Fig. 1: floorplan with the power grid
The bar under the picture is 20 microns long. Pins as bars on the die edge.
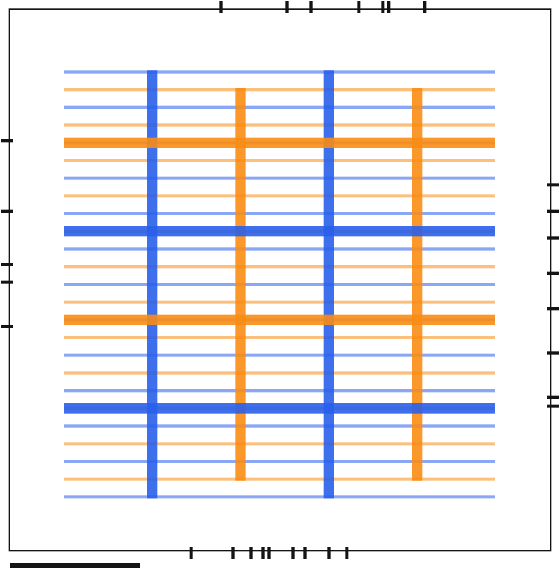
Fig. 2: placement by cell class
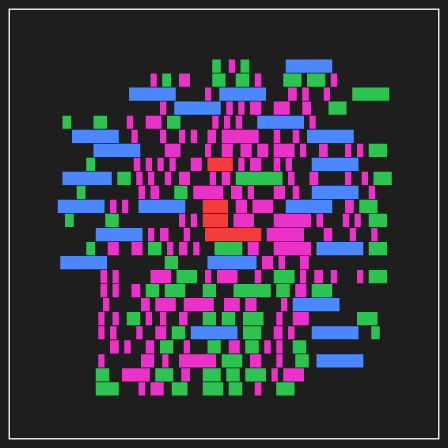
Fig. 3: clock wires, drivers and flops
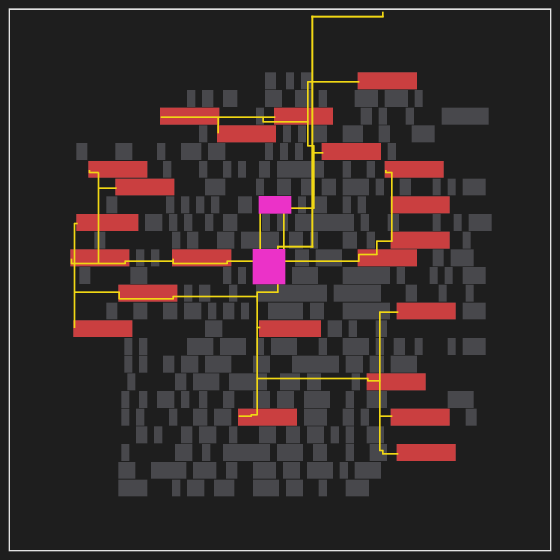
<file path="src/rtl/rot8_pkg.sv">
// rot8 sequencer shared types: opcodes, register modes, FSM states.
// Imported by rot8_reg and rot8_sequencer.
package rot8_pkg;

  typedef enum logic [1:0] {
    OP_NOP  = 2'b00,
    OP_LOAD = 2'b01,
    OP_ROTR = 2'b10,
    OP_ROTL = 2'b11
  } op_e;

  localparam logic [1:0] HOLD  = 2'b00;
  localparam logic [1:0] ROR1  = 2'b01;
  localparam logic [1:0] ROR2  = 2'b10;
  localparam logic [1:0] SLOAD = 2'b11;

  typedef enum logic {
    IDLE = 1'b0,
    EXEC = 1'b1
  } state_e;

endpackage

</file>
<file path="src/rtl/rot8_reg.sv">
// 8-bit mode-muxed register: 00 load pi, 01 ror1, 10 ror2, 11 load sln.
// Ports: clk, rst (async active-low), mode, pi, sln -> po.
module rot8_reg
  import rot8_pkg::*;
(
  input  logic       clk,
  input  logic       rst,
  input  logic [1:0] mode,
  input  logic [7:0] pi,
  input  logic [7:0] sln,
  output logic [7:0] po
);

  logic [7:0] d;

  always_comb begin
    d = po;
    unique case (mode)
      HOLD:  d = pi;
      ROR1:  d = {po[0], po[7:1]};
      ROR2:  d = {po[1:0], po[7:2]};
      SLOAD: d = sln;
      default: d = po;
    endcase
  end

  always_ff @(posedge clk or negedge rst) begin
    if (!rst) po <= 8'h00;
    else      po <= d;
  end

endmodule

</file>
<file path="src/rtl/rot8_sequencer.sv">
// Command sequencer: breaks LOAD/ROTR/ROTL into ror2/ror1 register steps.
// Ports: cmd_* handshake in, data_out/rot_mode/busy/done out, rst active-low.
module rot8_sequencer
  import rot8_pkg::*;
(
  input  logic       clk,
  input  logic       rst,
  input  logic       cmd_valid,
  output logic       cmd_ready,
  input  logic [1:0] cmd_op,
  input  logic [7:0] cmd_data,
  input  logic [2:0] cmd_amt,
  output logic [7:0] data_out,
  output logic [1:0] rot_mode,
  output logic       busy,
  output logic       done
);

  state_e     state;
  logic [2:0] rem;
  logic       ld_pend;
  logic [7:0] cap_data;
  logic       last;

  assign cmd_ready = (state == IDLE);
  assign busy      = (state == EXEC);

  // Mode is a pure decode of registered state.
  always_comb begin
    rot_mode = HOLD;
    if (state == EXEC) begin
      unique case (1'b1)
        ld_pend:          rot_mode = SLOAD;
        (rem >= 3'd2):    rot_mode = ROR2;
        (rem == 3'd1):    rot_mode = ROR1;
        default:          rot_mode = HOLD;
      endcase
    end
  end

  // Final step: load, ror1, hold, or a ror2 that empties rem.
  assign last = ld_pend || (rem <= 3'd2);

  always_ff @(posedge clk or negedge rst) begin
    if (!rst) begin
      state    <= IDLE;
      rem      <= 3'd0;
      ld_pend  <= 1'b0;
      cap_data <= 8'h00;
      done     <= 1'b0;
    end else begin
      done <= 1'b0;
      unique case (state)
        IDLE: begin
          if (cmd_valid) begin
            cap_data <= cmd_data;
            unique case (op_e'(cmd_op))
              OP_NOP: ;
              OP_LOAD: begin
                state   <= EXEC;
                rem     <= 3'd0;
                ld_pend <= 1'b1;
              end
              OP_ROTR: begin
                state <= EXEC;
                rem   <= cmd_amt;
              end
              OP_ROTL: begin
                state <= EXEC;
                rem   <= 3'd0 - cmd_amt;
              end
              default: ;
            endcase
          end
        end
        EXEC: begin
          ld_pend <= 1'b0;
          if (!ld_pend) begin
            if (rem >= 3'd2) rem <= rem - 3'd2;
            else             rem <= 3'd0;
          end
          if (last) begin
            state <= IDLE;
            done  <= 1'b1;
          end
        end
        default: state <= IDLE;
      endcase
    end
  end

  rot8_reg u_reg (
    .clk  (clk),
    .rst  (rst),
    .mode (rot_mode),
    .pi   (data_out),
    .sln  (cap_data),
    .po   (data_out)
  );

endmodule

</file>
<file path="config.mk">
export PLATFORM = sky130hd
export DESIGN_NAME = rot8_sequencer
export DESIGN_NICKNAME = d
export VERILOG_FILES = /design/src/rtl/rot8_pkg.sv /design/src/rtl/rot8_reg.sv /design/src/rtl/rot8_sequencer.sv
export SDC_FILE = /design/constraint.sdc
export NUM_CORES = 1
export LEC_CHECK = 0
export ABC_AREA = 1
export CAP_MARGIN = 40
export CELL_PAD_IN_SITES_DETAIL_PLACEMENT = 1
export CELL_PAD_IN_SITES_GLOBAL_PLACEMENT = 2
export CORE_MARGIN = 8
export CORE_UTILIZATION = 29
export CTS_BUF_LIST = sky130_fd_sc_hd__clkbuf_8
export DETAILED_ROUTE_END_ITERATION = 8
export PLACE_DENSITY = 0.89
export SETUP_SLACK_MARGIN = 0.05
export SLEW_MARGIN = 20
export SYNTH_ARGS = -nofsm -noshare
export SYNTH_HDL_FRONTEND = slang
export SYNTH_SLANG_ARGS = --single-unit
export TNS_END_PERCENT = 20
</file>
<file path="constraint.sdc">
create_clock -name clk -period 1.4 [get_ports clk]
set_clock_uncertainty 0.15 [all_clocks]
set_input_delay 0.28 -clock clk [delete_from_list [all_inputs] [get_ports clk]]
set_output_delay 0.28 -clock clk [all_outputs]
set_load 0.02 [all_outputs]
</file>
==> CHANGELOG.md <==
### Metrics

* Multi-input combinational cell area at approximately 730 sq um
* Total number of H-tree levels at 1
* Pwr per Cell Area at about 2500 nW/um^2
* Area added between synthesis and finish at 60.3%
* Cells along the critical path: inv_2, nand2_4, o21ai_4, buf_6
* Total global routing track utilization at approximately 12%
* Combinational fraction of design power at roughly 66%
* Buffer and inverter count on the worst path at 2
* Dominant kind of combinational cell: simple AND/OR/NAND/NOR gates
* Switching part of the total at between 40% and 50%
* Number of buffers added by the clock tree synthesis step at 3
* Largest net degree at the start of global routing at 23
* GP Congestion at approximately 0.79
* Netlist area before placement at 1300 sq um
* Number of synthesized flops with an enable pin at 0
* Register-to-register path setup slack at -0.08 ns
* Router iterations before antenna repair at 4
* Top cell type by total area after synthesis: sky130_fd_sc_hd__dfrtp_1
* Synthesized area per cell at ~7.5 sq um
* Main area contributors: sky130_fd_sc_hd__dfrtp_1 (42%), sky130_fd_sc_hd__nand2_1 (16%), sky130_fd_sc_hd__inv_1 (6.4%)
* Pin slew with the least headroom to its limit at between 0.2 and 0.25 ns
* Total congestion overflow at 0
* Clock tree from TritonCTS: yes
* Seq cells post-synth at 22
* Violated checks: negative setup slack
* Final net count at around 250
* Synth Flop Type: sky130_fd_sc_hd__dfrtp_1
* Slowest library cell on the worst path: sky130_fd_sc_hd__dfrtp_2
* Wire length after detailed routing at 4540 microns
* Crit path arrival time at about 1.2 ns
* Power dissipated by switching net loads at approximately 2.5 mW
* Req. time, crit path at approximately 0.97 ns
* Startpoint of the worst register-to-register path: rem[1]
* Cell type group with the largest total delay on the critical path: flip-flops
* Most common library cell in the layout ignoring fill and taps: sky130_fd_sc_hd__nand2_1
* Total power at approximately 5.3 mW
* Clock latency on the worst-skew pair at between 0.2 and 0.3 ns
* Quantity of gates resized following cts at roughly 71
* Top-area cell share at a little over two fifths
* Kind of start point of the critical path: register
* Kind of capture point of the worst setup path: primary output
* Top Usage Layer GRT: met2
* ANT cells at 0
* Share of post-route cells with drive strength above 1 at approximately 37%
* Post-route non-filler standard cell count at 288
* Worst setup path class: register to primary output
* Maximum Capacitance Violations at 0
* Hold violation count in the final report at 0
* Clock group power at about 0.61 mW
* Core utilization before placement at 30.1%
* Adder-cell share of the synthesized area at 0.962%
* Detailed placer's ending HPWL at ~3000 microns
* Most common logic cells in the final layout: sky130_fd_sc_hd__nand2_1 (49), sky130_fd_sc_hd__buf_4 (24), sky130_fd_sc_hd__dfrtp_1 (20), sky130_fd_sc_hd__inv_1 (19), sky130_fd_sc_hd__nor2_1 (14)
* Area of all sequential standard cells at ~550 sq um
* Sequential cell area fraction in the yosys report at between 40% and 50%
* PnR worst setup slack at -0.204 ns
* Fraction of registers with async set or reset after synthesis at 100%
* Hold buffers post-CTS at 0
* Average detailed-routed wire length per instance at 15.8 microns
* Number of buffers added for setup after CTS at 3
* Synth Net Count at between 150 and 200
* Instance count after placement with tap cells included at between 200 and 300
* Post-synth mux share at 0%
* Cells after synthesis at ~170
* Sequential Power Share at 22.1%
* Number of port buffers at 28
* R2R cell count at 8
* Final slew viol count at 0
* Unrepaired setup endpoints after global routing: true
* I/O Pins at 29
* Top power consumer group: combinational logic
* Yosys top cell by instances: sky130_fd_sc_hd__nand2_1
* Leakage component of the power at roughly 1.0 nW
* Number of warnings in the stage logs at 29
* Reported combinational group power at ~3.5 mW
* # Cells Yosys at about 170
* Number of distinct library cells after synthesis at 23
* Critical path fanouts, max at 4
* Top Layer Used: met4
* Registers with the highest flip-flop counts: cap_data (8), u_reg.po (8), rem (3)
* Total negative slack for setup checks at -0.950 ns
* First-pass GRT wire length at approximately 7200 microns
* Place WS at -0.509 ns
* Result of the run: finished, violations left
* Final worst hold slack at 0.202 ns
* GR met3 Demand/Resource at between 2 and 2.5%
* Ranking of synthesized cells by instance count: sky130_fd_sc_hd__nand2_1 (55), sky130_fd_sc_hd__dfrtp_1 (22), sky130_fd_sc_hd__inv_1 (22)
* Met2 Usage GRT at between 10% and 20%
* Highest clock frequency the design can meet at roughly 620 MHz
* R2R Path End: u_reg.po[5]
* XOR Share, Synth at 0%
* Clock group share of total power at a little under an eighth
* Seq pwr at ~1.2 mW
* Count of clock tree sinks at 22
* Normalized max-slew margin at ~83%
* Type of the tightest min-delay check: input pin to async pin
* Total met2 wirelength after detailed routing at about 2300 microns
* Violation tally from detailed-route iteration zero at just over 50
* Number of vias in the routed layout at between 1000 and 1500
* WL met3 at between 150 and 200 microns
* Detail-routed via count per cell at 4.72
* Area share of and/or/nand/nor cells after synthesis at roughly a third
* Cell area after placement at 1840 sq um
* DRT met1 WL at roughly 2000 microns
* Overall chip area at approximately 7000 sq um
* Worst-path clk slew at 0.09 ns
* Antenna violations before repair at 0
* Filler Cells Inserted at roughly 540
* Met1 usage in global routing at between 10% and 20%
* Cell-internal power at 2.81 mW
* Number of remaining DRC errors at 0
* CP max stage delay at 0.46 ns
* Compound-cell area share of the yosys netlist at around 11%
* Antenna violation net count after detailed routing at 0
* Count of endpoints failing setup in the final report at 12
* Cycle use final at 115%
* Yosys synthesis warning count at 0
* Clock buffer depth at 2
* Clk root buf: sky130_fd_sc_hd__clkbuf_8
* Area of the synthesized netlist per yosys stat at ~1300 sq um
* Min cycle time layout at 1.60 ns
* Number of global-route vias before repair at ~1400
-- Fig. 1 (at the start) --
- VDD: orange
- VSS: blue
- met5 straps: 4
- rows: 24
- met1 rails: 25
- met4 straps: 4
- signal pins: 29
die height: 83.0 microns
Max VDD drop: 1030 uV
die span in x: 83.0 microns
core outline area: 4320 sq um

-- Fig. 2 (at the start) --
- flops: blue (cells 22; share of their area 27%)
- all other logic: magenta (cells 149; share of their area 41%)
- clock drivers and dummy loads: red (cells 4; share of their area 3.5%)
- other buffers and delay cells: green (cells 61; share of their area 28%)
total number of placement rows: 24
share of the final layout cell area in sequential cells: 26.5%
Layout Utilization: 48.2%
Finished Cell Area: 2080 sq um

-- Fig. 3 (at the start) --
- flip-flops: red (count 22)
- cells driving clock nets: magenta (count 3)
- clock wires: yellow (length 349 microns)
- routed clock nets: 4

## area by class of cell
| type | instances | share of cell area (%) |
|---|---|---|
| clock buffers | 3 | 1.98 |
| multi-input cells | 123 | 35.1 |
| inverters | 26 | 5.04 |
| flip-flops and latches | 22 | 26.5 |
| clock inverters | 1 | 1.44 |
| repair buffers | 61 | 26.8 |
| well taps | 52 | 3.12 |
## how the worst max path moves through the flow
stage                     startpoint          end  slack, ns  depth (start not counted)
after floorplan                 busy  u_reg.po[0]       0.03                          6
after global placement        rem[2]  rot_mode[0]      -0.45                          4
after detailed placement      rem[2]  rot_mode[0]      -0.51                          4
after CTS                       busy  rot_mode[0]      -0.21                          3
after global routing          rem[2]  rot_mode[0]      -0.25                          4
final                         rem[2]  rot_mode[0]      -0.20                          4
No activity file was given, so power comes from the tool's default toggle rates.
